Figure 1. M1 wires (run 1).
Supply wires on this layer in grey.
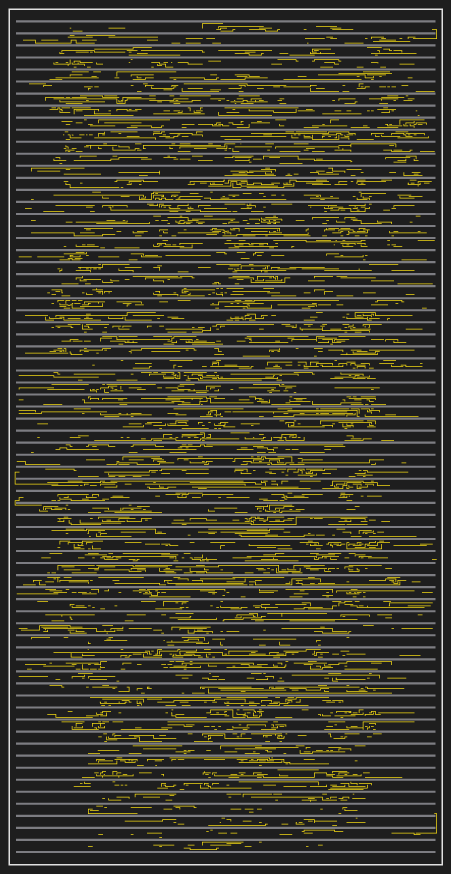
Figure 2. Local utilization (run 1).
10 x 19 tiles, from white (low) to dark blue (high), 0 to 100% covered.
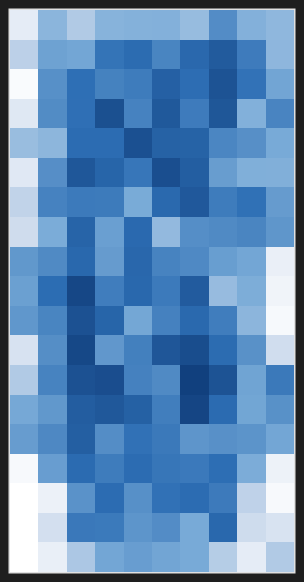
Figure 3. Cell classes on the final placement (run 1).
Scale bar: 20 microns. Fill, decap, tap and diode cells in grey.
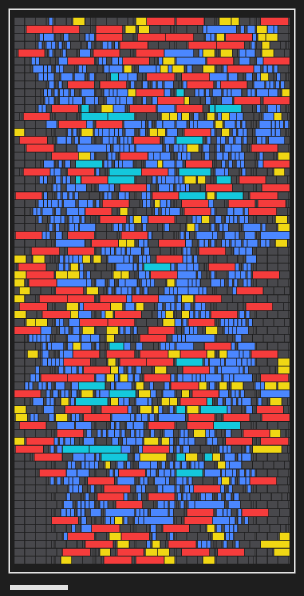
Figure 4. Routing congestion map (run 1).
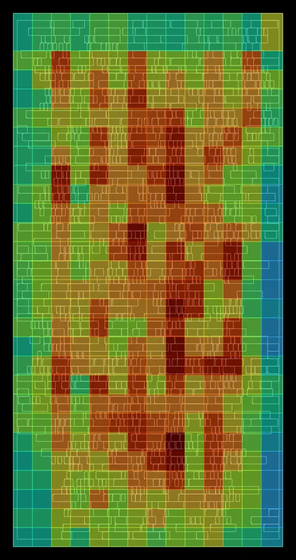
## src/rtl/jtpopeye_inputs.sv

```systemverilog
// Cabinet input conditioner: 2-FF synchroniser, per-bit debounce and a frame-counted coin pulse.
// Define JTPOPEYE_AUTOFIRE_EN to build in punch autofire for both players.
module jtpopeye_inputs #(
  parameter int DEBOUNCE        = 16,
  parameter int COIN_FRAMES     = 3,
  parameter int AUTOFIRE_FRAMES = 4
) (
  input  logic       clk,
  input  logic       rst_n,
  input  logic       cen,
  input  logic       LVBL,
  input  logic [6:0] joystick1,
  input  logic [6:0] joystick2,
  input  logic [1:0] start_button,
  input  logic       coin_input,
  input  logic       service,
  output logic [4:0] joy1_out,
  output logic [4:0] joy2_out,
  output logic [1:0] start_out,
  output logic       coin_out,
  output logic       service_out
);

  localparam int         NB        = 14;
  localparam int         COIN_BIT  = 12;
  localparam logic [7:0] DEB_LAST  = 8'(DEBOUNCE - 1);
  localparam logic [3:0] COIN_LAST = 4'(COIN_FRAMES);

  typedef enum logic [1:0] {IDLE, PULSE, WAIT_REL} coin_state_t;

  logic [NB-1:0] w_raw;
  logic [NB-1:0] r_sync1;
  logic [NB-1:0] r_sync2;
  logic [NB-1:0] r_deb;
  logic [7:0]    r_cnt [NB];
  logic          r_lvbl;
  logic          r_coin_prev;
  logic          w_lvbl_fall;
  logic          w_coin_fall;
  logic          w_coin_n;
  coin_state_t   r_state;
  coin_state_t   w_state_nxt;
  logic [3:0]    r_frames;
  logic [3:0]    w_frames_nxt;
  logic [1:0]    w_punch;
  logic [1:0]    w_punch_out;
  logic          w_unused;

  // Bit map: [4:0] P1, [9:5] P2, [11:10] starts, [12] coin, [13] service
  assign w_raw    = {service, coin_input, start_button, joystick2[4:0], joystick1[4:0]};
  assign w_unused = ^{joystick1[6:5], joystick2[6:5], 4'(AUTOFIRE_FRAMES)};

  always_ff @(posedge clk or negedge rst_n) begin
    if (!rst_n) begin
      r_sync1 <= '1;
      r_sync2 <= '1;
    end else begin
      r_sync1 <= w_raw;
      r_sync2 <= r_sync1;
    end
  end

  // A bit must disagree with its debounced value for DEBOUNCE consecutive ticks to be accepted
  always_ff @(posedge clk or negedge rst_n) begin
    if (!rst_n) begin
      r_deb <= '1;
      for (int i = 0; i < NB; i++) r_cnt[i] <= '0;
    end else if (cen) begin
      for (int i = 0; i < NB; i++) begin
        if (r_sync2[i] == r_deb[i]) begin
          r_cnt[i] <= '0;
        end else if (r_cnt[i] == DEB_LAST) begin
          r_deb[i] <= r_sync2[i];
          r_cnt[i] <= '0;
        end else begin
          r_cnt[i] <= r_cnt[i] + 8'd1;
        end
      end
    end
  end

  always_ff @(posedge clk or negedge rst_n) begin
    if (!rst_n) begin
      r_lvbl      <= 1'b1;
      r_coin_prev <= 1'b1;
    end else begin
      r_lvbl      <= LVBL;
      r_coin_prev <= r_deb[COIN_BIT];
    end
  end

  assign w_lvbl_fall = r_lvbl & ~LVBL;
  assign w_coin_fall = r_coin_prev & ~r_deb[COIN_BIT];

  always_ff @(posedge clk or negedge rst_n) begin
    if (!rst_n) begin
      r_state  <= IDLE;
      r_frames <= '0;
    end else begin
      r_state  <= w_state_nxt;
      r_frames <= w_frames_nxt;
    end
  end

  // Re-arming only happens through WAIT_REL, so a held or re-bounced coin never double-counts
  always_comb begin
    w_state_nxt  = r_state;
    w_frames_nxt = r_frames;
    w_coin_n     = 1'b1;
    case (r_state)
      IDLE: begin
        if (w_coin_fall) begin
          w_state_nxt  = PULSE;
          w_frames_nxt = '0;
        end
      end
      PULSE: begin
        w_coin_n = 1'b0;
        if (w_lvbl_fall) begin
          w_frames_nxt = r_frames + 4'd1;
          if (w_frames_nxt == COIN_LAST) w_state_nxt = WAIT_REL;
        end
      end
      WAIT_REL: begin
        if (r_deb[COIN_BIT]) w_state_nxt = IDLE;
      end
      default: w_state_nxt = IDLE;
    endcase
  end

  assign w_punch = {r_deb[9], r_deb[4]};

`ifdef JTPOPEYE_AUTOFIRE_EN
  localparam logic [3:0] AF_LAST = 4'(AUTOFIRE_FRAMES - 1);

  logic [3:0] r_af_cnt [2];
  logic [1:0] r_af_phase;

  // Phase is zero on the press clock, so the output goes low immediately
  always_ff @(posedge clk or negedge rst_n) begin
    if (!rst_n) begin
      r_af_phase  <= '0;
      r_af_cnt[0] <= '0;
      r_af_cnt[1] <= '0;
    end else begin
      for (int p = 0; p < 2; p++) begin
        if (w_punch[p]) begin
          r_af_cnt[p]   <= '0;
          r_af_phase[p] <= 1'b0;
        end else if (w_lvbl_fall) begin
          if (r_af_cnt[p] == AF_LAST) begin
            r_af_cnt[p]   <= '0;
            r_af_phase[p] <= ~r_af_phase[p];
          end else begin
            r_af_cnt[p] <= r_af_cnt[p] + 4'd1;
          end
        end
      end
    end
  end

  assign w_punch_out = w_punch | r_af_phase;
`else
  assign w_punch_out = w_punch;
`endif

  assign joy1_out    = {w_punch_out[0], r_deb[3:0]};
  assign joy2_out    = {w_punch_out[1], r_deb[8:5]};
  assign start_out   = r_deb[11:10];
  assign coin_out    = w_coin_n;
  assign service_out = r_deb[13];

endmodule

```

## config.mk

```make
export PLATFORM = sky130hd
export DESIGN_NAME = jtpopeye_inputs
export DESIGN_NICKNAME = d
export VERILOG_FILES = /design/src/rtl/jtpopeye_inputs.sv
export SDC_FILE = /design/constraint.sdc
export NUM_CORES = 1
export LEC_CHECK = 0
export ABC_AREA = 1
export CAP_MARGIN = 20
export CORE_ASPECT_RATIO = 2
export CORE_UTILIZATION = 45
export DETAILED_ROUTE_END_ITERATION = 7
export GPL_TIMING_DRIVEN = 0
export SLEW_MARGIN = 15
export SYNTH_ARGS = -nofsm -noshare
export SYNTH_HDL_FRONTEND = slang
export SYNTH_SLANG_ARGS = --single-unit
```

## constraint.sdc

```tcl
create_clock -name clk -period 1.4 [get_ports clk]
set_clock_uncertainty 0.15 [all_clocks]
set_input_delay 0.28 -clock clk [delete_from_list [all_inputs] [get_ports clk]]
set_output_delay 0.28 -clock clk [all_outputs]
set_load 0.01 [all_outputs]
```

==> results.yml, run 1 <==
# synthesis and place-and-route metrics
clock_network:
  clockRootBuffer: "clkbuf_16"
  clkSlewWorstSetupHoldPaths_ns: 0.07
  cts_hold_buf: 1
  clock_sinks: 162
  cts_tree: "yes"
  clockBufferDepth: 2
  htree_num_levels: 4
  post-cts-setup-buffers: 55
  cts_resized: 246
  cts_inserted_buffers: 17
  insertion_delay_ns: 0.43
cells_and_area:
  antenna_cells: 0
  instances_no_fill: 1383
  area_delta_synth_final_pct: 37.1
  drive_above_1_share: 0.323
  nets: 1195
  n_fill_cell: 1501
placed_design:
  place_inst: 1275
  gp_congestion: 0.844
  dpl.hpwl_microns: 13300
  portBuffers: 31
detailed_routing:
  drc: 0
  route.antenna.remaining_nets: 0
  top_layer_used: "met4"
  vias_per_cell: 5.27
  met3_length_microns: 584
  drt_iter0_markers: 286
  dr.pass1.iters: 5
  wire_per_inst_microns: 15.6
  wl_met1_microns: 8170
  met2WireLength_microns: 12100
power_and_ir_drop:
  p_leak_nw: 5.10
  vdd_drop_max_uv: 837
  power_density_nw_per_um2: 1060
setup_path:
  path_max_fanout: 3
  slowest_delay_ns: 0.57
  r2r_cells: 6
  timing.rr.end: "r_cnt[3]$_DFFE_PN0P_"
  rrSetupSlack_ns: -0.14
  worstSetupPathType: "register to output port"
  crit_path_frequent_cell: "buf_6"
  cp-start-kind: "register"
  cp_cell_sequence: "buf_6, buf_6"
  worst-path-buf-inv: 2
  slowest_stage: "dfstp_2"
  worst_setup_path_end_kind: "output port"
  crit-reg2reg-launch: "r_deb[13]$_DFFE_PN1P_"
  crit_family: "flip-flops"
  arrival_ns: 1.19
  required_ns: 0.97
logic_synthesis:
  yosysWarnings: 0
  yosysTopAreaCellShare: 0.360
  ys.flops: 162
  ys_cells: 1029
  synth_cell_types: 23
  syn-num-nets: 1067
  synthCells: 1029
  seq_area_frac_synth: 0.501
  topCellsByArea: "dfrtp_1 36%, dfstp_2 14%, nand2_1 13%, nand3_1 6.3%, inv_1 5.3%"
  ys_chip_area_sq_um: 8210
  mappedNetlistArea_sq_um: 8210
  avgSynthCellArea_sq_um: 7.97
  synth_top_cell_by_area: "dfrtp_1"
floorplanning:
  die-width_microns: 97.5
  die_area_sq_um: 18800
  die_h_microns: 193
  num_rows: 69
  io-pin-count: 36
final_timing:
  drv_slew: 0
  setup_ws_ns: -0.216
  tns_ns: -5.79
  worst_pin_slew_ns: 0.417
  rsz0062_at_grt: "true"
  period_needed_ns: 1.62
  finalSetupViolations: 69
  final_hold_viol_count: 0
  relSlewSlack: 0.721
  fmax_mhz: 619
  timing.final.crit_share: 1.15
job:
  maxCapViolCount: 0
  warnings: 34
status:
  outcome: "finished, violations left"
  violations: "negative setup slack"
worst_hold_path:
  hold_class: "input port to register"
  holdPathEnd: "r_sync1[10]$_DFF_PN1_"
  holdCritStartpoint: "start_button[0]"
  holdPathStages: 1
global_routing:
  grt_pass1_vias: 7085
  antenna_found_initial: 0
  grt_pass1_wl_microns: 33700
  grt_max_degree: 101
  grt_overflow: 0
About Figure 1:
- longest straight run: 41.4 microns
- main direction: horizontal
- nets with wire on the layer: 1104
- wire length on this layer: 8170 microns
- share of all routed wire: 38%
met1 GRT Util: 0.243
final wirelength: 21500 microns
vias: 7284

About Figure 2:
- nearly empty tiles: 1.6%
- mean over tiles: 58%
- tiles over 75% full: 27%
- fullest tile: 94%
total core area: 17800 sq um
initial core utilization: 0.461
Post-Route Utilization: 0.632

About Figure 3:
- clock drivers and dummy loads: cyan (cells 32; share of their area 5.8%)
- remaining buffers and delay cells: yellow (cells 144; share of their area 13%)
- remaining logic cells: blue (cells 832; share of their area 44%)
- sequential cells: red (cells 162; share of their area 37%)
sequential fraction of total cell area: 0.366
cell area after layout: 11200 sq um

About Figure 4:
met3 Use GR: 0.0328
global-route total usage across every layer: 0.229
routing usage on met2: 0.442

-- run 1: logic make-up after synthesis --
logic type,after synthesis,share of synthesized area
compound gates,86,0.0537
simple gates,572,0.297
flops,162,0.501
fa+ha+maj,16,0.0244
buf+inv,152,0.0808
xor+xnor,41,0.0438
-- run 1: synth_stat cells --
cell type	number
buf_4	17
nand2_1	286
inv_1	116
o21ai_0	47
nor3_2	4
clkbuf_1	5
o21ai_2	2
o211ai_1	1
dfrtp_1	118
a21oi_1	23
nor2_1	111
inv_2	1
nor2_2	7
dfstp_2	44
nor3_1	30
ha_1	16
buf_2	11
nand3_1	103
xor2_1	33
o21ai_1	13
nand4_1	31
xnor2_1	8
buf_6	2
-- run 1: stage by stage --
stage	hold slack (ns)	area, sq um	total power [mW]	setup WS [ns]	utilization
floorplan	-0.166	8210	5.82	0.0398	-
global placement	0.195	8780	6.24	-6.98	0.494
detailed placement	0.197	8840	6.28	-0.842	0.497
CTS	0.0901	10600	11.7	-0.230	0.596
global route	0.0881	11200	12.4	-0.251	0.632
finish	0.0959	11200	12.0	-0.216	0.632
-- run 1: state kept, by name (all words and copies together) (netlist names) --
signal / flops
r_cnt: 112
r_sync2: 14
r_deb: 14
r_state: 2
r_coin_prev: 1
r_frames: 4
r_sync1: 14
r_lvbl: 1
-- run 1: layout by cell type (no fill, tap or decap), types with 20 or more instances in the layout --
cell type / instances
o21ai_1: 32
nor2_4: 21
buf_6: 56
nand3_2: 29
nand2_1: 263
buf_4: 58
nor2_2: 23
nor2_1: 74
dfrtp_1: 115
nand3_1: 71
dfstp_2: 44
nand2_2: 20
nand4_1: 31
xor2_1: 20
inv_1: 109
-- run 1: per-layer routing --
| metal | vias to the layer above | GRT usage |
|---|---|---|
| met3 | 51 | 0.0328 |
| met4 | 0 | 0.102 |
| met1 | 3549 | 0.243 |
| met2 | 151 | 0.442 |
| met5 | - | 0 |
| li1 | 3533 | - |
-- run 1: how the worst max path moves through the flow --
stage | start | end | slack [ns] | depth (start not counted)
6_report | r_deb[0]$_DFFE_PN1P_ | joy1_out[0] | -0.22 | 2
2_1_floorplan | r_cnt[104]$_DFFE_PN0P_ | r_cnt[109]$_DFFE_PN0P_ | 0.04 | 6
4_1_cts | r_deb[0]$_DFFE_PN1P_ | joy1_out[0] | -0.23 | 2
3_3_place_gp | rst_n | r_cnt[5]$_DFFE_PN0P_ | -6.98 | 1
5_1_grt | r_deb[0]$_DFFE_PN1P_ | joy1_out[0] | -0.25 | 2
3_5_place_dp | cen | r_cnt[38]$_DFFE_PN0P_ | -0.84 | 6
-- run 1: where the power goes --
group          internal (mW)  switching [mW]  total (mW)  leakage, nW
Sequential              4.97           0.228        5.19         2.07
Combinational          0.754           0.925        1.68         2.73
Clock                   3.08            2.01        5.09        0.301
-- run 1: final cells by class --
type | instances | area [sq um] | share of cell area
clock buffer | 19 | 453 | 0.0403
timing repair buffer | 109 | 1050 | 0.0932
clock inverter | 13 | 183 | 0.0162
inverter | 117 | 442 | 0.0393
buffer | 35 | 343 | 0.0305
tap | 213 | 267 | 0.0237
multi-input combinational | 715 | 4400 | 0.391
sequential | 162 | 4110 | 0.366
==> run 2: changes to the inputs <==
CORE_UTILIZATION = 60   (was 45)
PLACE_DENSITY = 0.79   (was not set)
clock period = 2 ns   (was 1.4 ns; I/O delays follow)
Figure 5. M1 wires (run 2).
Supply wires on this layer in grey.
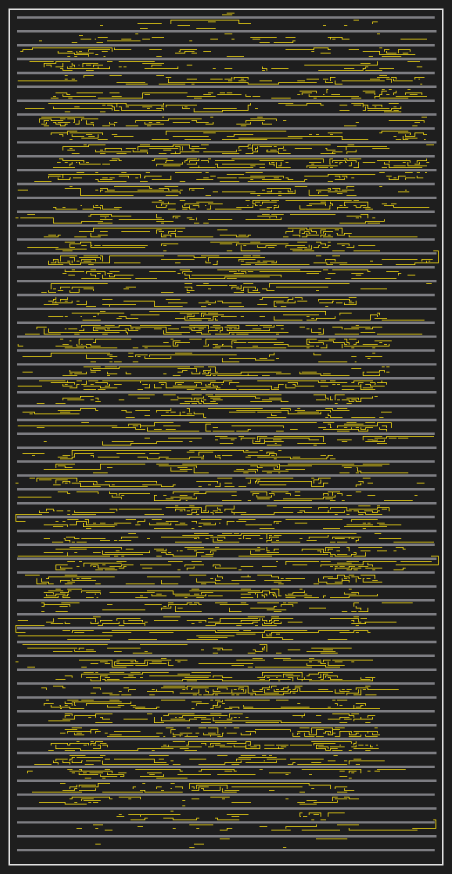
- share of all routed wire: 38%
- longest straight run: 34.5 microns
vias: 6980
met1 GRT Util: 0.304

==> run 2 against run 1 <==
  * The flow now finishes without violations
  * Synthesized area is the same
  * First-iteration DRC count grew 86%
  * Hold slack gained 0.11 ns
  * Combinational power shrank 58%
  * Non-clock buffer count shrank 76
  * Clock-buffer cell count shrank 1
  * Synthesized cell count is the same
  * Power shrank 35%
  * Final cell count shrank 9.7%
  * Critical path type unchanged
==> results.yml, run 2 <==
# synthesis and place-and-route metrics
cells_and_area:
  mostFrequentLayoutCell: "nand2_1"
  area_delta_synth_final_pct: 14.1
  nets: 1119
  final_cell_mix: "286 x nand2_1, 118 x dfrtp_1, 116 x inv_1, 111 x nor2_1, 103 x nand3_1"
  instances_no_fill: 1249
  antenna_cells: 0
  largest-register: "r_cnt"
  drive_above_1_share: 0.112
  fin_area_sq_um: 9360
  largest_reg_flops: 112
placed_design:
  portBuffers: 31
  gp_congestion: 0.862
  placed_area_sq_um: 8740
  dpl.hpwl_microns: 12900
  place_inst: 1216
setup_path:
  cp-start-kind: "register"
  slowest_stage: "dfrtp_1"
  worst-path-buf-inv: 2
  cp_cell_sequence: "inv_1, nand2_1, dlygate4sd2_1"
  worst_setup_path_end_kind: "output port"
  worstSetupPathType: "register to output port"
  path_max_fanout: 4
  slowest_delay_ns: 0.41
  crit_family: "flip-flops"
  rrSetupSlack_ns: 0.25
  arrival_ns: 1.36
  required_ns: 1.45
logic_synthesis:
  edf_count: 0
  mappedNetlistArea_sq_um: 8210
  ys.flops: 162
  ys_cells: 1029
  async_flop_share: 1.00
  ys_chip_area_sq_um: 8210
  synthCells: 1029
  seq_area_frac_synth: 0.501
  synth.most_common_cell: "nand2_1"
  top_cells_by_count: "286 x nand2_1, 118 x dfrtp_1, 116 x inv_1, 111 x nor2_1, 103 x nand3_1"
  yosysWarnings: 0
  synth_top_cell_by_area: "dfrtp_1"
  ff_type: "dfrtp_1"
  yosysTopAreaCellShare: 0.360
  topCellsByArea: "dfrtp_1 36%, dfstp_2 14%, nand2_1 13%, nand3_1 6.3%, inv_1 5.3%"
  avgSynthCellArea_sq_um: 7.97
  synth_cell_types: 23
  syn-num-nets: 1067
final_timing:
  worst_pin_slew_ns: 0.720
  relSlewSlack: 0.520
  final_hold_viol_count: 0
  fmax_mhz: 525
  drv_slew: 0
  finalSetupViolations: 0
  rsz0062_at_grt: "false"
  timing.hold.ws_ns: 0.207
  period_needed_ns: 1.91
  timing.final.crit_share: 0.953
floorplanning:
  initial_core_util: 0.614
  core_area_sq_um: 13400
  num_rows: 60
  die_h_microns: 167
  die-width_microns: 84.7
  die_area_sq_um: 14200
  io-pin-count: 36
status:
  outcome: "completed"
global_routing:
  top_usage_layer: "met2"
  antenna_found_initial: 0
  track_usage: 0.285
  grt_overflow: 0
  grt_max_degree: 95
  grt_pass1_vias: 7057
  grt_pass1_wl_microns: 31700
detailed_routing:
  wl_microns: 18800
  dr.pass1.iters: 6
  drc: 0
  drt_iter0_markers: 531
  route.antenna.remaining_nets: 0
  vias_per_cell: 5.59
power_and_ir_drop:
  power_density_nw_per_um2: 833
  vdd_drop_max_uv: 629
  p_leak_nw: 4.55
clock_network:
  htree_num_levels: 4
  cts_inserted_buffers: 17
  clkSlewWorstSetupHoldPaths_ns: 0.07
  clock_sinks: 162
  insertion_delay_ns: 0.43
  post-cts-setup-buffers: 0
  clockBufferDepth: 2
  clockRootBuffer: "clkbuf_16"
  cts_tree: "yes"
job:
  warnings: 31
  maxCapViolCount: 0
worst_hold_path:
  hold_class: "register to register"
Figure 6. Routing congestion map (run 2).
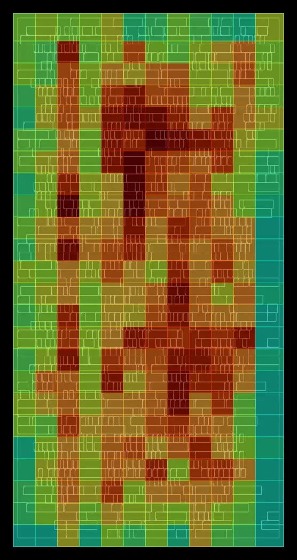
met3 Use GR: 0.0463
routing usage on met2: 0.515
wire per inst: 15.1 microns

-- run 2: cell counts after synthesis --
Identical to the previous run, type by type.
-- run 2: cell families after synthesis --
family	share of synthesized area
adders and majority gates	0.0244
AOI/OAI and AO/OA	0.0537
DFF	0.501
buffers and inverters	0.0808
xor gates and xnor gates	0.0438
and+or+nand+nor	0.297
-- run 2: area by class of cell --
class | count | area [sq um]
Sequential cell | 162 | 4110
Inverter | 117 | 439
Tap cell | 155 | 194
Buffer | 35 | 224
Multi-Input combinational cell | 715 | 3430
Clock buffer | 18 | 439
Timing Repair Buffer | 33 | 335
Clock inverter | 14 | 189
Fill cell | 1064 | 4000
-- run 2: where the power goes --
group          leakage [nW]  internal, mW  switching (mW)
sequential             2.07          3.48           0.146
combinational          2.17         0.239           0.461
clock                 0.308          2.04            1.43
-- run 2: what timing repair did --
action	in CTS	in global routing
hold endpoints to repair	65	0
hold buffers	1	0
endpoints found under the setup margin	14	0
gates resized	14	0
-- run 2: per-stage QoR --
step	total power [mW]	TNS, ns	setup slack, ns	util
floorplan	4.07	0	0.640	-
global placement	4.35	-917.91	-6.15	0.652
detailed placement	4.38	-15.05	-0.271	0.654
CTS	7.85	0	0.0866	0.701
global route	8.09	0	0.0362	0.701
finish	7.80	0	0.0949	0.701
-- run 2: final timing paths --
check / from / endpoint / cells after the start
min reg2reg: r_sync1[9]$_DFF_PN1_ / r_sync2[9]$_DFF_PN1_ / 0
min: r_sync1[9]$_DFF_PN1_ / r_sync2[9]$_DFF_PN1_ / 0
max in group asynchronous: rst_n / r_sync1[1]$_DFF_PN1_ / 3
min in group asynchronous: rst_n / r_cnt[75]$_DFFE_PN0P_ / 2
max reg2reg: r_deb[12]$_DFFE_PN1P_ / r_cnt[13]$_DFFE_PN0P_ / 5
max: r_state[1]$_DFFE_PN0P_ / coin_out / 3
-- run 2: layer usage --
layer  wire length [microns]  vias up
met5                       0        -
met4                     953        0
met3                     747       74
met2                    9910      195
met1                    7190     3320
li1                        -     3391
==> run 3: changes to the inputs <==
==> constraint.sdc (replaced) <==
create_clock -name clk -period 2 [get_ports clk]
set_clock_uncertainty 0.15 [all_clocks]
set_input_delay 0.2 -clock clk [delete_from_list [all_inputs] [get_ports clk]]
set_output_delay 0.2 -clock clk [all_outputs]
set_load 0.01 [all_outputs]
Figure 7. Local utilization (run 3).
8 x 17 tiles, from white (low) to dark blue (high), 0 to 100% covered.
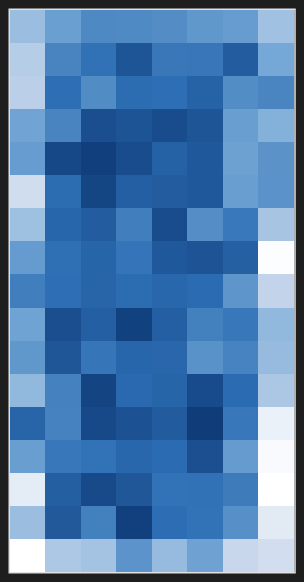
- fullest tile: 95%
- nearly empty tiles: 2.2%
- tiles over 75% full: 43%
- emptiest ninth of the die: south-east
initial core utilization: 0.614
Post-Route Utilization: 0.702
total core area: 13400 sq um

==> run 3 against run 2 <==
  * Global-route usage unchanged
  * Cell area up 0.19%
  * Flip-flop count unchanged
  * Maximum frequency down 2.9%
  * Critical path type unchanged
==> results.yml, run 3 <==
# synthesis and place-and-route metrics
power_and_ir_drop:
  switchingPower_mw: 2.04
  power.total_mw: 7.81
  vdd_drop_max_uv: 629
  clkPwrFrac: 0.446
  power_density_nw_per_um2: 832
  sw_frac_of_total: 0.262
  p_leak_nw: 4.49
  p_comb_frac: 0.090
  p_int_mw: 5.76
  pwr-share-seq: 0.464
logic_synthesis:
  synth.most_common_cell: "nand2_1"
  top_cells_by_count: "286 x nand2_1, 118 x dfrtp_1, 116 x inv_1, 111 x nor2_1, 103 x nand3_1"
  synthCells: 1029
  syn-num-nets: 1067
  async_flop_share: 1.00
  seq_area_frac_synth: 0.501
  edf_count: 0
  ys_cells: 1029
  ys.flops: 162
  mappedNetlistArea_sq_um: 8210
  avgSynthCellArea_sq_um: 7.97
  yosysTopAreaCellShare: 0.360
  ys_chip_area_sq_um: 8210
  topCellsByArea: "dfrtp_1 36%, dfstp_2 14%, nand2_1 13%, nand3_1 6.3%, inv_1 5.3%"
  synth_top_cell_by_area: "dfrtp_1"
  ff_type: "dfrtp_1"
  synth_cell_types: 23
  yosysWarnings: 0
global_routing:
  grt_pass1_wl_microns: 31700
  antenna_found_initial: 0
  grt_max_degree: 95
  track_usage: 0.285
  grt_overflow: 0
  grt_pass1_vias: 7057
final_timing:
  final_hold_viol_count: 0
  period_needed_ns: 1.96
  finalSetupViolations: 0
  timing.final.crit_share: 0.981
  drv_slew: 0
  rsz0062_at_grt: "false"
  fmax_mhz: 510
  tns_ns: 0
  worst_pin_slew_ns: 0.721
  relSlewSlack: 0.519
setup_path:
  cp-endpoint: "joy1_out[1]"
  worstSetupPathType: "register to output port"
  worst_setup_path_end_kind: "output port"
  required_ns: 1.65
  cp-start-kind: "register"
  path_max_fanout: 3
  crit-reg2reg-launch: "r_deb[12]$_DFFE_PN1P_"
  r2r_cells: 5
  crit_start: "r_deb[1]$_DFFE_PN1P_"
  arrival_ns: 1.61
  rrSetupSlack_ns: 0.24
  timing.rr.end: "r_cnt[13]$_DFFE_PN0P_"
clock_network:
  clock_sinks: 162
  clockBufferDepth: 2
  htree_num_levels: 4
  insertion_delay_ns: 0.43
  cts_tree: "yes"
  clockRootBuffer: "clkbuf_16"
  cts_resized: 0
  clkSlewWorstSetupHoldPaths_ns: 0.07
  cts_inserted_buffers: 17
floorplanning:
  die_area_sq_um: 14200
  die_h_microns: 167
  die-width_microns: 84.7
  io-pin-count: 36
  num_rows: 60
cells_and_area:
  largest-register: "r_cnt"
  mostFrequentLayoutCell: "nand2_1"
  drive_above_1_share: 0.112
  fin_area_sq_um: 9380
  area_delta_synth_final_pct: 14.3
  antenna_cells: 0
  nets: 1119
  final_cell_mix: "286 x nand2_1, 118 x dfrtp_1, 116 x inv_1, 111 x nor2_1, 103 x nand3_1"
  largest_reg_flops: 112
job:
  warnings: 31
  maxCapViolCount: 0
detailed_routing:
  drt_iter0_markers: 531
  drc: 0
  vias_per_cell: 5.58
  wire_per_inst_microns: 15.1
  dr.pass1.iters: 5
  route.antenna.remaining_nets: 0
placed_design:
  dpl.hpwl_microns: 12900
  portBuffers: 31
  placed_area_sq_um: 8740
  gp_congestion: 0.862
status:
  outcome: "completed"
worst_hold_path:
  hold_class: "input port to register"
Figure 8. Metal 4 (run 3).
Scale bar: 20 microns. Supply wires on this layer in grey. Cells faint in the background.
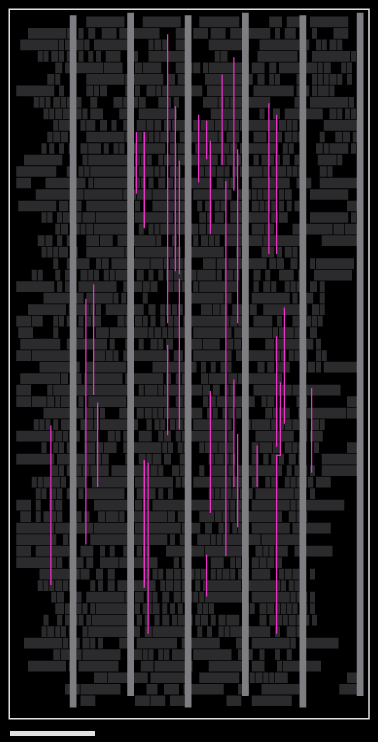
- nets with wire on the layer: 21
- wire length on this layer: 960 microns
- main direction: vertical
final wirelength: 18800 microns
vias: 6970

run 3: cell counts after synthesis:
Identical to the previous run, type by type.
run 3: worst min-delay path by stage:
stage                                     from               endpoint  slack, ns  cells after the start
after floorplan                          rst_n   r_cnt[0]$_DFFE_PN0P_      -0.25                      0
after global placement    r_sync1[7]$_DFF_PN1_   r_sync2[7]$_DFF_PN1_       0.20                      0
after detailed placement                 rst_n  r_cnt[79]$_DFFE_PN0P_       0.11                      1
after CTS                              service  r_sync1[13]$_DFF_PN1_       0.01                      1
after global routing              joystick2[4]   r_sync1[9]$_DFF_PN1_       0.01                      1
final                             joystick1[3]   r_sync1[3]$_DFF_PN1_       0.01                      1
run 3: cell type report:
type / instances / area (sq um)
Tap cell: 155 / 194
Timing Repair Buffer: 33 / 353
Multi-Input combinational cell: 715 / 3430
Inverter: 117 / 439
Clock buffer: 18 / 439
Fill cell: 1059 / 3980
Clock inverter: 14 / 189
Buffer: 35 / 224
Sequential cell: 162 / 4110
run 3: power by group through the flow:
stage	registers, mW	logic [mW]	clock network (mW)
6_report	3.62	0.707	3.48
5_1_grt	3.64	0.813	3.64
4_1_cts	3.62	0.715	3.52
3_5_place_dp	3.68	0.704	0
3_3_place_gp	3.67	0.677	0
2_1_floorplan	3.64	0.434	0
run 3: timing repair:
action | in CTS | in global routing
endpoints found under the hold margin | 65 | 0
setup buffers | 0 | 0
hold buffers | 1 | 0
run 3: per-stage QoR:
stage | setup WS (ns) | util | hold slack (ns) | instances
after floorplan | 0.640 | - | -0.246 | 1029
after global placement | -5.95 | 0.652 | 0.195 | 1215
after detailed placement | -0.0715 | 0.654 | 0.114 | 1216
after CTS | 0.0327 | 0.702 | 0.0150 | 1249
after global routing | 0.00225 | 0.702 | 0.0111 | 1249
final | 0.0381 | 0.702 | 0.0116 | 1249
run 3: routing by layer:
metal  part of all wire  vias up  track usage
met1               0.38     3309        0.304
met4              0.051        0        0.179
met2               0.53      194        0.515
li1                   -     3390            -
met3              0.042       77       0.0463
met5                  0        -            0
run 3: cell families after synthesis:
logic type / Yosys count / synth area share
xor gates and xnor gates: 41 / 0.0438
buffers and inverters: 152 / 0.0808
AOI/OAI and AO/OA: 86 / 0.0537
DFF: 162 / 0.501
adders and majority gates: 16 / 0.0244
and+or+nand+nor: 572 / 0.297
run 3: critical path, stage by stage (launching register included):
cell             delay [ns]
dfstp_2                0.55
buf_4                  0.10
clkdlybuf4s50_1        0.52
Power figures rest on the tool's default switching activity, not on a simulated workload.
